`src/rtl/clk_div_pkg.sv`:
```
// Shared defaults and helpers for the programmable clock-divider bank.
// The half-period helper works in 33 bits, so it supports divisor widths up to 32.
package clk_div_pkg;

  localparam int DW_DEFAULT       = 16;
  localparam int DIV_INIT_DEFAULT = 10;

  // High time of a divide-by-d square wave: ceil(d/2), computed without overflow.
  function automatic logic [32:0] half_period(input logic [31:0] d);
    return (33'(d) + 33'd1) >> 1;
  endfunction

endpackage

```
`src/rtl/clk_div_chan.sv`:
```
// One divider channel. It holds the counter, the active and shadow divisors,
// and the registered square wave and tick outputs.
module clk_div_chan
  import clk_div_pkg::*;
#(
  parameter int DW       = DW_DEFAULT,
  parameter int DIV_INIT = DIV_INIT_DEFAULT
) (
  input  logic          clk,
  input  logic          reset,
  input  logic          wr_stb,
  input  logic [DW-1:0] wr_data,
  input  logic          sync,
  output logic          clk_out,
  output logic          tick,
  output logic          pending
);

  logic [DW-1:0] c;
  logic [DW-1:0] d;
  logic [DW-1:0] s;
  logic          boundary;

  // Divisors 0 and 1 have no period to finish, so every cycle is a boundary.
  assign boundary = (d <= DW'(1)) || (c == d - DW'(1));

  // NOTE: all sequential state uses non-blocking assignments, so every branch sees pre-edge values of c, d, s and pending.
  always_ff @(posedge clk or posedge reset) begin
    if (reset) begin
      c       <= '0;
      d       <= DW'(DIV_INIT);
      s       <= DW'(DIV_INIT);
      pending <= 1'b0;
      clk_out <= 1'b0;
      tick    <= 1'b0;
    end else begin
      // The outputs always decode the pre-edge divisor, even on the cycle it is replaced.
      if (sync) begin
        clk_out <= 1'b0;
        tick    <= 1'b0;
      end else if (d == '0) begin
        clk_out <= 1'b0;
        tick    <= 1'b0;
      end else if (d == DW'(1)) begin
        clk_out <= 1'b1;
        tick    <= 1'b1;
      end else begin
        clk_out <= 33'(c) < half_period(32'(d));
        tick    <= (c == '0);
      end

      if (sync || boundary) begin
        c <= '0;
        if (pending) d <= s;
      end else begin
        c <= c + DW'(1);
      end

      // A write always wins, so a write on a boundary stays queued for the next boundary.
      if (wr_stb) begin
        s       <= wr_data;
        pending <= 1'b1;
      end else if ((sync || boundary) && pending) begin
        pending <= 1'b0;
      end
    end
  end

endmodule

```
`src/rtl/clk_div_bank.sv`:
```
// Bank of NCH independent programmable integer clock dividers with runtime divisor
// writes that take effect at each channel's period boundary.
module clk_div_bank
  import clk_div_pkg::*;
#(
  parameter int  NCH      = 4,
  parameter int  DW       = DW_DEFAULT,
  parameter int  DIV_INIT = DIV_INIT_DEFAULT,
  localparam int AW       = (NCH > 1) ? $clog2(NCH) : 1
) (
  input  logic           clk,
  input  logic           reset,
  input  logic           wr_en,
  input  logic [AW-1:0]  wr_addr,
  input  logic [DW-1:0]  wr_data,
  input  logic           sync,
  output logic [NCH-1:0] clk_out,
  output logic [NCH-1:0] tick,
  output logic [NCH-1:0] pending
);

  logic [NCH-1:0] wr_stb;

  // Only addresses that name a real channel decode, so out-of-range writes fall through.
  always_comb begin
    // NOTE: the default comes first, so the decode cannot infer a latch.
    wr_stb = '0;
    for (int i = 0; i < NCH; i++) begin
      if (wr_en && (wr_addr == AW'(i))) wr_stb[i] = 1'b1;
    end
  end

  for (genvar g = 0; g < NCH; g++) begin : g_chan
    clk_div_chan #(
      .DW       (DW),
      .DIV_INIT (DIV_INIT)
    ) u_chan (
      .clk     (clk),
      .reset   (reset),
      .wr_stb  (wr_stb[g]),
      .wr_data (wr_data),
      .sync    (sync),
      .clk_out (clk_out[g]),
      .tick    (tick[g]),
      .pending (pending[g])
    );
  end

endmodule

```
`config.mk`:
```
export PLATFORM = sky130hd
export DESIGN_NAME = clk_div_bank
export DESIGN_NICKNAME = d
export VERILOG_FILES = /design/src/rtl/clk_div_pkg.sv /design/src/rtl/clk_div_chan.sv /design/src/rtl/clk_div_bank.sv
export SDC_FILE = /design/constraint.sdc
export NUM_CORES = 1
export LEC_CHECK = 0
export CAP_MARGIN = 20
export CORE_MARGIN = 2
export CORE_UTILIZATION = 27
export DETAILED_ROUTE_END_ITERATION = 10
export MAX_ROUTING_LAYER = met4
export SYNTH_ARGS = -nofsm -noshare
export SYNTH_HDL_FRONTEND = slang
export SYNTH_SLANG_ARGS = --single-unit
export TNS_END_PERCENT = 100
```
`constraint.sdc`:
```
create_clock -name clk -period 8.06 [get_ports clk]
set_input_delay 1.612 -clock clk [delete_from_list [all_inputs] [get_ports clk]]
set_output_delay 1.612 -clock clk [all_outputs]
set_load 0.005 [all_outputs]
```
placed.png
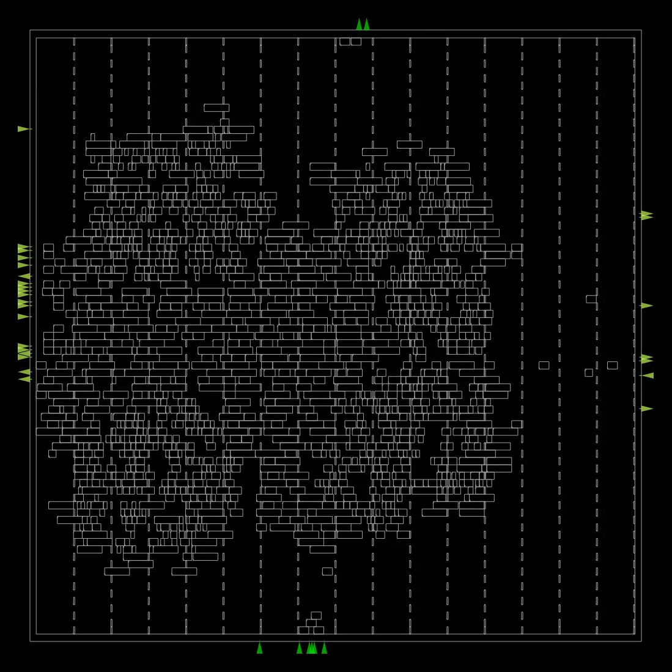
Cell Rows: 81
Seq/total area: 34.6%
FF+latch count: 204

class_map.png
The bar under the picture is 50 um long. Fill, decap, tap and diode cells in grey.
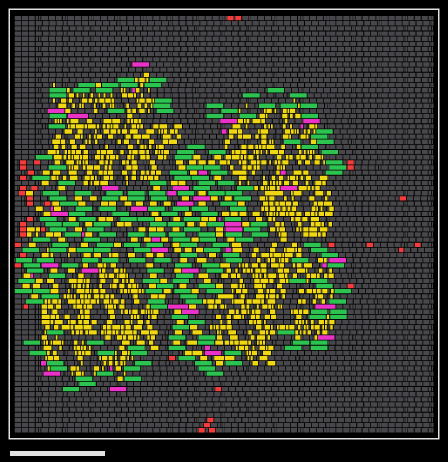
Key: clock drivers and dummy loads = magenta [cells 42, share of their area 5.6%]; remaining logic cells = yellow [cells 1,036, share of their area 55%]; remaining buffers and delay cells = red [cells 36, share of their area 2.5%]; registers = green [cells 204, share of their area 37%]
design area: 14,800 um^2
core box area: 48,700 um^2
Final Core Density: 30.4%

==> deck_impl_summary.md <==
Implementation Results

Route
  • Drt initial violations: 549
  • Avg WL per Cell: 15.2 um
  • Detailed-route DRC error count: 0
  • Drt pass-1 iters: 5
  • DR vias/cell: 4.84
  • Post-DRT Antenna Nets: 0
  • Via count: 9,593
  • Total wire length: 30.1 mm

Yosys
  • Cell type with the largest total area: dfrtp_1
  • Top cells, area: dfrtp_1, mux2_2, ha_1
  • Most common cell in the netlist: dfrtp_1
  • Syn Nets: 1,442
  • Gate count of the mapped netlist: 1,340
  • Post-Syn Area per Cell: 9.93 um^2
  • Yosys stat chip area: 13,300 um^2
  • Seq share, synth: 38.5%
  • Count of library flops with an enable pin: 0
  • Synth top area share: 35.4%
  • Post-synth top cells: dfrtp_1, nor2_1, mux2_2
  • Synth cell types: 74
  • Yosys cell count: 1,340
  • Ys flop type: dfrtp_1
  • FFs w/ async S/R, synth: 100%
  • Cell area after synthesis: 13,300 um^2
  • Ys Warns: 0

Worst hold path
  • WHS Path Cells: 1
  • Worst hold endpoint: g_chan[1].u_chan.d[6]
  • Origin of the worst min-delay path: g_chan[1].u_chan.s[6]

Global routing
  • Total congestion overflow: 0
  • Antenna violations before repair: 1
  • Met2 usage: 20.0%
  • Gr busiest metal: met2
  • Largest net degree at the start of global routing: 136
  • First-pass GRT wire length: 50.5 mm
  • GRT Overall Usage: 12.4%
  • Vias in the first global route: 9,576
  • Routing usage on met1: 16.8%

Setup path
  • FF-to-FF path depth: 10
  • Kind of critical path: reg -> reg
  • CP Capture Type: register
  • Critical R2R Launch: g_chan[0].u_chan.d[0]
  • Startpoint types: register
  • Crit path DRT: 8.47 ns
  • Crit path max fanout: 18
  • Critical Path AT: 4.42 ns
  • Critical Path, Cell by Cell: inv_1 > ha_1 > nor3b_1 > a21oi_1 > nor2_1 > o2111ai_1 > nor4b_1 > a31o_1 > and2_1 > mux2_2
  • WP buf/inv: 1
  • Reg2reg end: g_chan[0].u_chan.d[13]
  • Critical path's slowest cell: and2_1
  • Family with the most delay on the worst path: simple AND/OR/NAND/NOR gates
  • R2R setup slack: 4.05 ns
  • Critical Path Start: g_chan[0].u_chan.d[0]

Timing
  • Tmin final: 4.01 ns
  • RSZ-0062 raised after global routing: false
  • Post-Route Skew: 0.0121 ns
  • Worst rel slew slack: 27.5%
  • Final setup vio count: 0
  • Setup TNS: 0 ns
  • Slew @ Worst Pin: 1.08 ns
  • Max Freq: 250 MHz
  • Slew Limit Fails: 0

Power
  • Power Density: 266 nW/um^2
  • LEAKAGE: 6.08 nW
  • Worst ir drop on vdd: 0.167 mV
  • Pwr Total: 0.00394 W

Outcome
  • Status: complete, no violations

Layout
  • Number of antenna diodes: 0
  • Nets: 1,403
  • Share of layout cells above drive strength 1: 14.5%

Floorplan
  • FP Util: 27.3%
  • Number of top-level pins: 34
  • Height of the die: 226 um

Job
  • Max Cap Viol: 0
  • Log Warnings: 40

CTS
  • Root Buffer: clkbuf_16
  • Setup bufs post-CTS: 0
  • Clock buffer count from CTS: 23
  • Post-CTS Resized: 0
  • Maximum buffer depth of the clock tree: 3
  • Clock Sinks: 204
  • CTS tree: built
  • Reg clk slew, reported paths: 0.06 ns
  • Latency at later pin: 0.52 ns
  • Hold-fix buffers, CTS: 0
  • H-tree depth: 1

Placed design
  • Port Buf Inserts: 33
  • Final GP Congestion: 0.859
  • Final HPWL DP: 21.7 mm
gates.png
The bar under the picture is 50 um long.
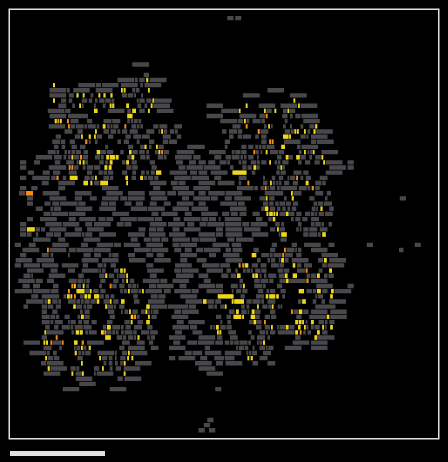
Key: inv cells = orange [cells 41, most used inv_1]; nor cells = yellow [cells 210, most used nor2_1]
Comb/total area: 51.0%
most frequent logic cell in the layout: dfrtp_1

==> cells in the final DEF, fill, tap and decap left out, drive strengths merged, types with 4 or more instances in the layout <==
cell,instances
or4,6
xor2,95
a221oi,8
nor2b,6
o21ai,44
inv,44
and4,4
a2111oi,4
a211oi,10
o2111ai,5
clkdlybuf4s50,33
nand4b,4
nand2,62
dfstp,16
mux2i,9
nor4b,10
nand4,32
mux2,129
a21o,17
nand2b,8
nand3,68
ha,80
a21oi,19
xnor2,91
a31oi,8
o31ai,4
clkbuf,28
or2,4
and3,32
nor4,19
nor3,55
nor2,115
nor3b,5
dfrtp,188
clkinv,6
nand3b,9
==> layout make-up <==
type                       count  area, um^2
fill                        5021       33900
clock inverter                14         165
multi-input combinational    995        7550
clock buffer                  28         624
inverter                      41         161
sequential                   204        5120
tap                          664         831
timing repair buffer          36         353
==> power breakdown <==
group          total, W  internal (W)  leakage, nW  switching, W
logic           0.00119      0.000622         3.16      0.000568
registers       0.00166       0.00125         2.54      0.000411
clock network   0.00109      0.000652        0.387      0.000438
total           0.00394       0.00252         6.08       0.00142
==> sequential cells by signal, summed over array words and instances, names as in the netlist <==
register,cells
g_chan.u_chan.tick,4
g_chan.u_chan.s,64
g_chan.u_chan.d,64
g_chan.u_chan.pending,4
g_chan.u_chan.c,64
g_chan.u_chan.clk_out,4
==> per-stage QoR <==
| stage | std cells | cell area (um^2) | hold WS (ns) | worst slack [ns] |
|---|---|---|---|---|
| 2_1_floorplan | 1340 | 13300 | 0.452 | 0.907 |
| 3_3_place_gp | 1940 | 14000 | 0.460 | 3.84 |
| 3_5_place_dp | 1940 | 14000 | 0.471 | 3.84 |
| 4_1_cts | 1982 | 14800 | 0.483 | 4.08 |
| 5_1_grt | 1982 | 14800 | 0.507 | 3.65 |
| 6_report | 1982 | 14800 | 0.484 | 4.05 |
==> layer usage <==
layer / up-vias / wire (um)
met4: 0 / 649
met5: - / 0
li1: 4639 / -
met2: 169 / 13800
met1: 4748 / 14500
met3: 37 / 1090
==> cell families after synthesis <==
logic type | count (synthesis) | share of synthesized area (%)
simple gates | 449 | 17.8
xor+xnor | 186 | 12.2
fa+ha+maj | 80 | 7.52
buf+inv | 141 | 4.74
mux | 138 | 11.9
flops | 204 | 38.5
compound gates | 142 | 7.25
==> how the worst max path moves through the flow <==
stage	to	slack, ns	depth (start not counted)
2_1_floorplan	g_chan[0].u_chan.c[0]	0.91	1
3_3_place_gp	g_chan[0].u_chan.d[10]	3.84	6
3_5_place_dp	g_chan[0].u_chan.d[14]	3.84	6
4_1_cts	g_chan[0].u_chan.d[10]	4.08	10
5_1_grt	g_chan[0].u_chan.d[11]	3.65	10
6_report	g_chan[0].u_chan.d[13]	4.05	10
No activity file was given, so power comes from the tool's default toggle rates.
